**src/rtl/simon_pkg.sv**
```systemverilog
// Shared types for the Simon round sequencer.
// State encodings, symbol type and sizing helpers.
package simon_pkg;

  typedef enum logic [2:0] {
    ST_IDLE     = 3'd0,
    ST_SHOW_ON  = 3'd1,
    ST_SHOW_OFF = 3'd2,
    ST_WAIT_BTN = 3'd3,
    ST_CHECK    = 3'd4,
    ST_WIN      = 3'd5,
    ST_LOSE     = 3'd6
  } state_e;

  typedef logic [1:0] sym_t;

  localparam sym_t BTN_NONE = 2'b11;

  function automatic int max3(
    input int a,
    input int b,
    input int c
  );
    int m;
    m = a;
    if (b > m) m = b;
    if (c > m) m = c;
    return m;
  endfunction

  function automatic int cnt_w(input int n);
    return (n <= 2) ? 1 : $clog2(n);
  endfunction

endpackage

```
**src/rtl/simon_tick_gen.sv**
```systemverilog
// Prescaler producing a one-cycle tick every CLK_DIV clocks.
// i_clr restarts the count so a new phase starts aligned.
module simon_tick_gen
  import simon_pkg::*;
#(
  parameter int CLK_DIV = 4
) (
  input  logic clk,
  input  logic rst,
  input  logic i_clr,
  output logic o_tick
);

  localparam int CW = cnt_w(CLK_DIV);
  localparam logic [CW-1:0] LAST = CW'(CLK_DIV - 1);

  logic [CW-1:0] r_cnt;

  // prescaler: wrap at LAST, restart on clear
  always_ff @(posedge clk or negedge rst) begin
    if (!rst) begin
      r_cnt <= '0;
    end else if (i_clr || (r_cnt == LAST)) begin
      r_cnt <= '0;
    end else begin
      r_cnt <= r_cnt + CW'(1);
    end
  end

  assign o_tick = (r_cnt == LAST);

endmodule

```
**src/rtl/simon_round_sequencer.sv**
```systemverilog
// Simon round controller: playback, button window, win/lose.
// Optional SIMON_RETRY_EN grants one replay per game on failure.
module simon_round_sequencer
  import simon_pkg::*;
#(
  parameter int MAX_LEN       = 15,
  parameter int CLK_DIV       = 4,
  parameter int ON_TICKS      = 2,
  parameter int OFF_TICKS     = 1,
  parameter int TIMEOUT_TICKS = 8
) (
  input  logic       clk,
  input  logic       rst,
  input  logic       start,
  input  logic [1:0] seq_sym,
  output logic [3:0] seq_idx,
  output logic       show_valid,
  input  logic       btn_valid,
  input  logic [1:0] btn_id,
  output logic       btn_ready,
  output logic [3:0] level,
  output logic [2:0] state_o,
  output logic       win,
  output logic       lose
);

  localparam int PH_MAXV =
    max3(ON_TICKS, OFF_TICKS, TIMEOUT_TICKS);
  localparam int PW = cnt_w(PH_MAXV);

  localparam logic [PW-1:0] ON_LAST  = PW'(ON_TICKS - 1);
  localparam logic [PW-1:0] OFF_LAST = PW'(OFF_TICKS - 1);
  localparam logic [PW-1:0] TO_LAST  = PW'(TIMEOUT_TICKS - 1);
  localparam logic [PW-1:0] PH_SAT   = PW'(PH_MAXV - 1);
  localparam logic [3:0]    LVL_LAST = 4'(MAX_LEN - 1);

  state_e        r_state;
  logic [3:0]    r_idx;
  logic [3:0]    r_level;
  sym_t          r_cap;
  logic [PW-1:0] r_phase;
  logic          r_show;
  logic          r_ready;
  logic          r_win;
  logic          r_lose;

  state_e        w_nxt_state;
  logic [3:0]    w_nxt_idx;
  logic [3:0]    w_nxt_level;
  sym_t          w_nxt_cap;
  logic          w_fail;
  logic          w_clr;
  logic          w_tick;

`ifdef SIMON_RETRY_EN
  logic          r_retry;
  logic          w_nxt_retry;
`endif

  assign w_clr = (w_nxt_state != r_state);

  simon_tick_gen #(
    .CLK_DIV(CLK_DIV)
  ) u_tick (
    .clk   (clk),
    .rst   (rst),
    .i_clr (w_clr),
    .o_tick(w_tick)
  );

  // next-state, index, level and capture decisions
  always_comb begin
    w_nxt_state = r_state;
    w_nxt_idx   = r_idx;
    w_nxt_level = r_level;
    w_nxt_cap   = r_cap;
    w_fail      = 1'b0;
`ifdef SIMON_RETRY_EN
    w_nxt_retry = r_retry;
`endif
    unique case (r_state)
      ST_IDLE, ST_WIN, ST_LOSE: begin
        if (start) begin
          w_nxt_state = ST_SHOW_ON;
          w_nxt_idx   = '0;
          w_nxt_level = '0;
`ifdef SIMON_RETRY_EN
          w_nxt_retry = 1'b0;
`endif
        end
      end
      ST_SHOW_ON: begin
        if (w_tick && (r_phase == ON_LAST)) begin
          w_nxt_state = ST_SHOW_OFF;
        end
      end
      ST_SHOW_OFF: begin
        if (w_tick && (r_phase == OFF_LAST)) begin
          if (r_idx == r_level) begin
            w_nxt_idx   = '0;
            w_nxt_state = ST_WAIT_BTN;
          end else begin
            w_nxt_idx   = r_idx + 4'd1;
            w_nxt_state = ST_SHOW_ON;
          end
        end
      end
      ST_WAIT_BTN: begin
        if (btn_valid) begin
          w_nxt_cap   = btn_id;
          w_nxt_state = ST_CHECK;
        end else if (w_tick && (r_phase == TO_LAST)) begin
          w_fail = 1'b1;
        end
      end
      ST_CHECK: begin
        if ((r_cap == BTN_NONE) || (r_cap != seq_sym)) begin
          w_fail = 1'b1;
        end else if (r_idx < r_level) begin
          w_nxt_idx   = r_idx + 4'd1;
          w_nxt_state = ST_WAIT_BTN;
        end else if (r_level == LVL_LAST) begin
          w_nxt_state = ST_WIN;
        end else begin
          w_nxt_level = r_level + 4'd1;
          w_nxt_idx   = '0;
          w_nxt_state = ST_SHOW_ON;
        end
      end
      default: begin
        w_nxt_state = ST_IDLE;
      end
    endcase

    if (w_fail) begin
`ifdef SIMON_RETRY_EN
      if (!r_retry) begin
        w_nxt_retry = 1'b1;
        w_nxt_idx   = '0;
        w_nxt_state = ST_SHOW_ON;
      end else begin
        w_nxt_state = ST_LOSE;
      end
`else
      w_nxt_state = ST_LOSE;
`endif
    end
  end

  // state, datapath registers and registered outputs
  always_ff @(posedge clk or negedge rst) begin
    if (!rst) begin
      r_state <= ST_IDLE;
      r_idx   <= '0;
      r_level <= '0;
      r_cap   <= '0;
      r_show  <= 1'b0;
      r_ready <= 1'b0;
      r_win   <= 1'b0;
      r_lose  <= 1'b0;
    end else begin
      r_state <= w_nxt_state;
      r_idx   <= w_nxt_idx;
      r_level <= w_nxt_level;
      r_cap   <= w_nxt_cap;
      r_show  <= (w_nxt_state == ST_SHOW_ON);
      r_ready <= (w_nxt_state == ST_WAIT_BTN);
      r_win   <= (w_nxt_state == ST_WIN);
      r_lose  <= (w_nxt_state == ST_LOSE);
    end
  end

  // tick counter within a phase, saturating
  always_ff @(posedge clk or negedge rst) begin
    if (!rst) begin
      r_phase <= '0;
    end else if (w_clr) begin
      r_phase <= '0;
    end else if (w_tick && (r_phase != PH_SAT)) begin
      r_phase <= r_phase + PW'(1);
    end
  end

`ifdef SIMON_RETRY_EN
  // one replay allowed per game
  always_ff @(posedge clk or negedge rst) begin
    if (!rst) begin
      r_retry <= 1'b0;
    end else begin
      r_retry <= w_nxt_retry;
    end
  end
`endif

  assign seq_idx    = r_idx;
  assign level      = r_level;
  assign state_o    = r_state;
  assign show_valid = r_show;
  assign btn_ready  = r_ready;
  assign win        = r_win;
  assign lose       = r_lose;

endmodule

```
**config.mk**
```make
export PLATFORM = sky130hd
export DESIGN_NAME = simon_round_sequencer
export DESIGN_NICKNAME = d
export VERILOG_FILES = /design/src/rtl/simon_pkg.sv /design/src/rtl/simon_tick_gen.sv /design/src/rtl/simon_round_sequencer.sv
export SDC_FILE = /design/constraint.sdc
export NUM_CORES = 1
export LEC_CHECK = 0
export ABC_AREA = 0
export CAP_MARGIN = 20
export CORE_ASPECT_RATIO = 1.2
export CORE_UTILIZATION = 29
export CTS_BUF_LIST = sky130_fd_sc_hd__clkbuf_4 sky130_fd_sc_hd__clkbuf_8
export DETAILED_ROUTE_END_ITERATION = 7
export GPL_ROUTABILITY_DRIVEN = 0
export HOLD_SLACK_MARGIN = 0.1
export SLEW_MARGIN = 20
export SYNTH_ARGS = -nofsm -noshare
export SYNTH_HDL_FRONTEND = slang
export SYNTH_SLANG_ARGS = --single-unit
export TNS_END_PERCENT = 5
```
**constraint.sdc**
```tcl
create_clock -name clk -period 2.2 [get_ports clk]
set_input_delay 0.44 -clock clk [delete_from_list [all_inputs] [get_ports clk]]
set_output_delay 0.44 -clock clk [all_outputs]
set_load 0.03 [all_outputs]
```
### Ports around the boundary

(3 px per um) Pins as bars across the die edge, other pins in gray.
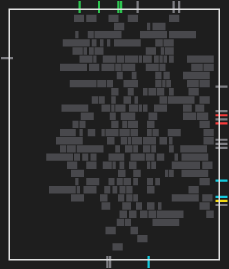
| port | color | pins | direction | edge |
|---|---|---|---|---|
| lose | yellow | 1 | output | east |
| state_o | cyan | 3 | output | 2 east, 1 south |
| seq_sym | red | 2 | input | east |
| seq_idx | green | 4 | output | north |
IO Port Bufs: 22
DIE HEIGHT: 83.0 um
Die Wd: 69.5 um

### Signal wires on met2

(4 px per um) Cells faint in the background.
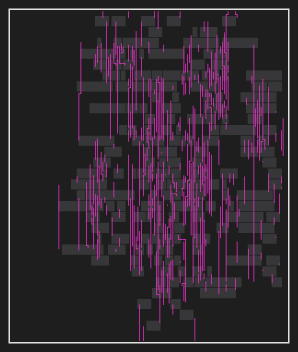
wire length on this layer: 1870 um
main direction: vertical
share of all routed wire: 52%

### Clock distribution

(6 px per um)
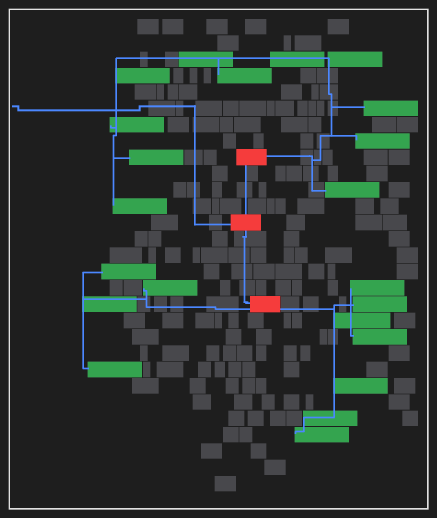
[flip-flops] green | count: 22
[clock wires] blue | length: 308 um
[cells driving clock nets] red | count: 3
routed clock nets: 4
Clock Power Share: 0.119
Late-Pin Clk Latency: 260 ps
P_clk: 0.246 mW

### Clock routing

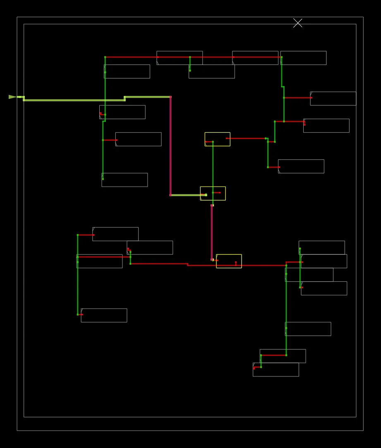
Flops: 22
CTS Sinks: 22
Setup Skew: 2.24 ps
CTS Buf Count: 3

### Cell classes on the final placement

(4 px per um) Fill, decap, tap and diode cells in gray.
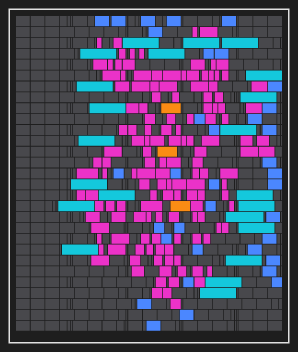
| class | color | cells | share of their area |
|---|---|---|---|
| all other logic | magenta | 140 | 53% |
| cells driving clock nets | orange | 3 | 2.1% |
| other buffers and delay cells | blue | 35 | 17% |
| flops | cyan | 22 | 29% |

==> impl_metrics.csv <==
group,metric,value,unit
detailed_routing,num_vias,1376,
critical_path,cp.required,2360,ps
sta,slew_headroom,0.705,
logic_synthesis,yosys-top-cells-area,"dfrtp_1 (35%), ha_1 (9.5%), mux2i_1 (3.8%), nand2b_1 (3.2%), inv_1 (2.8%)",
critical_path,cpPeakStageDelay,430,ps
layout,drive_above_1_share,0.155,
floorplan,design.core.area,5260,um^2
detailed_routing,wl_met2,1870,um
global_route,grt_pass1_vias,1400,
clock_network,htreeDepth,1,
sta,worst_slack,180,ps
floorplan,ioPinCount,23,
logic_synthesis,async_flop_share,1.00,
detailed_routing,drc,2,
placement,post_dp_cell_area,1960,um^2
run_status,violations,"DRC",
layout,diodes,0,
logic_synthesis,synthAdderAreaFrac,0.0946,
detailed_routing,wl_met1,1590,um
logic_synthesis,ys_sh_mux,0.0521,
critical_path,r2r-end,"r_phase[0]$_DFFE_PN0P_",
placement,dp_hpwl,2890,um
logic_synthesis,yosysTopAreaCellShare,0.347,
logic_synthesis,ys_cells,166,
sta,rsz0062_at_grt,"false",
run_status,status,"finished, violations left",
[sequential cells by signal, summed over array words and instances, names as in the netlist]
register and cells:
btn_ready 1, level 4, lose 1, r_cap 2, r_phase 3, seq_idx 4
show_valid 1, state_o 3, u_tick.r_cnt 2, win 1
[cell type report]
type / count / area, um^2
Tap cell: 62 / 77.6
Multi-Input combinational cell: 128 / 968
Clock buffer: 3 / 41.3
Fill cell: 546 / 3260
Sequential cell: 22 / 552
Inverter: 12 / 45.0
Timing Repair Buffer: 35 / 318
[where the power goes]
group          total, mW  switching [mW]  leakage, nW  internal, mW
sequential         0.629           0.121        0.292         0.508
clock              0.246           0.124       0.0216         0.122
combinational       1.19           0.649        0.552         0.538
Power and IR drop assume default switching activity.
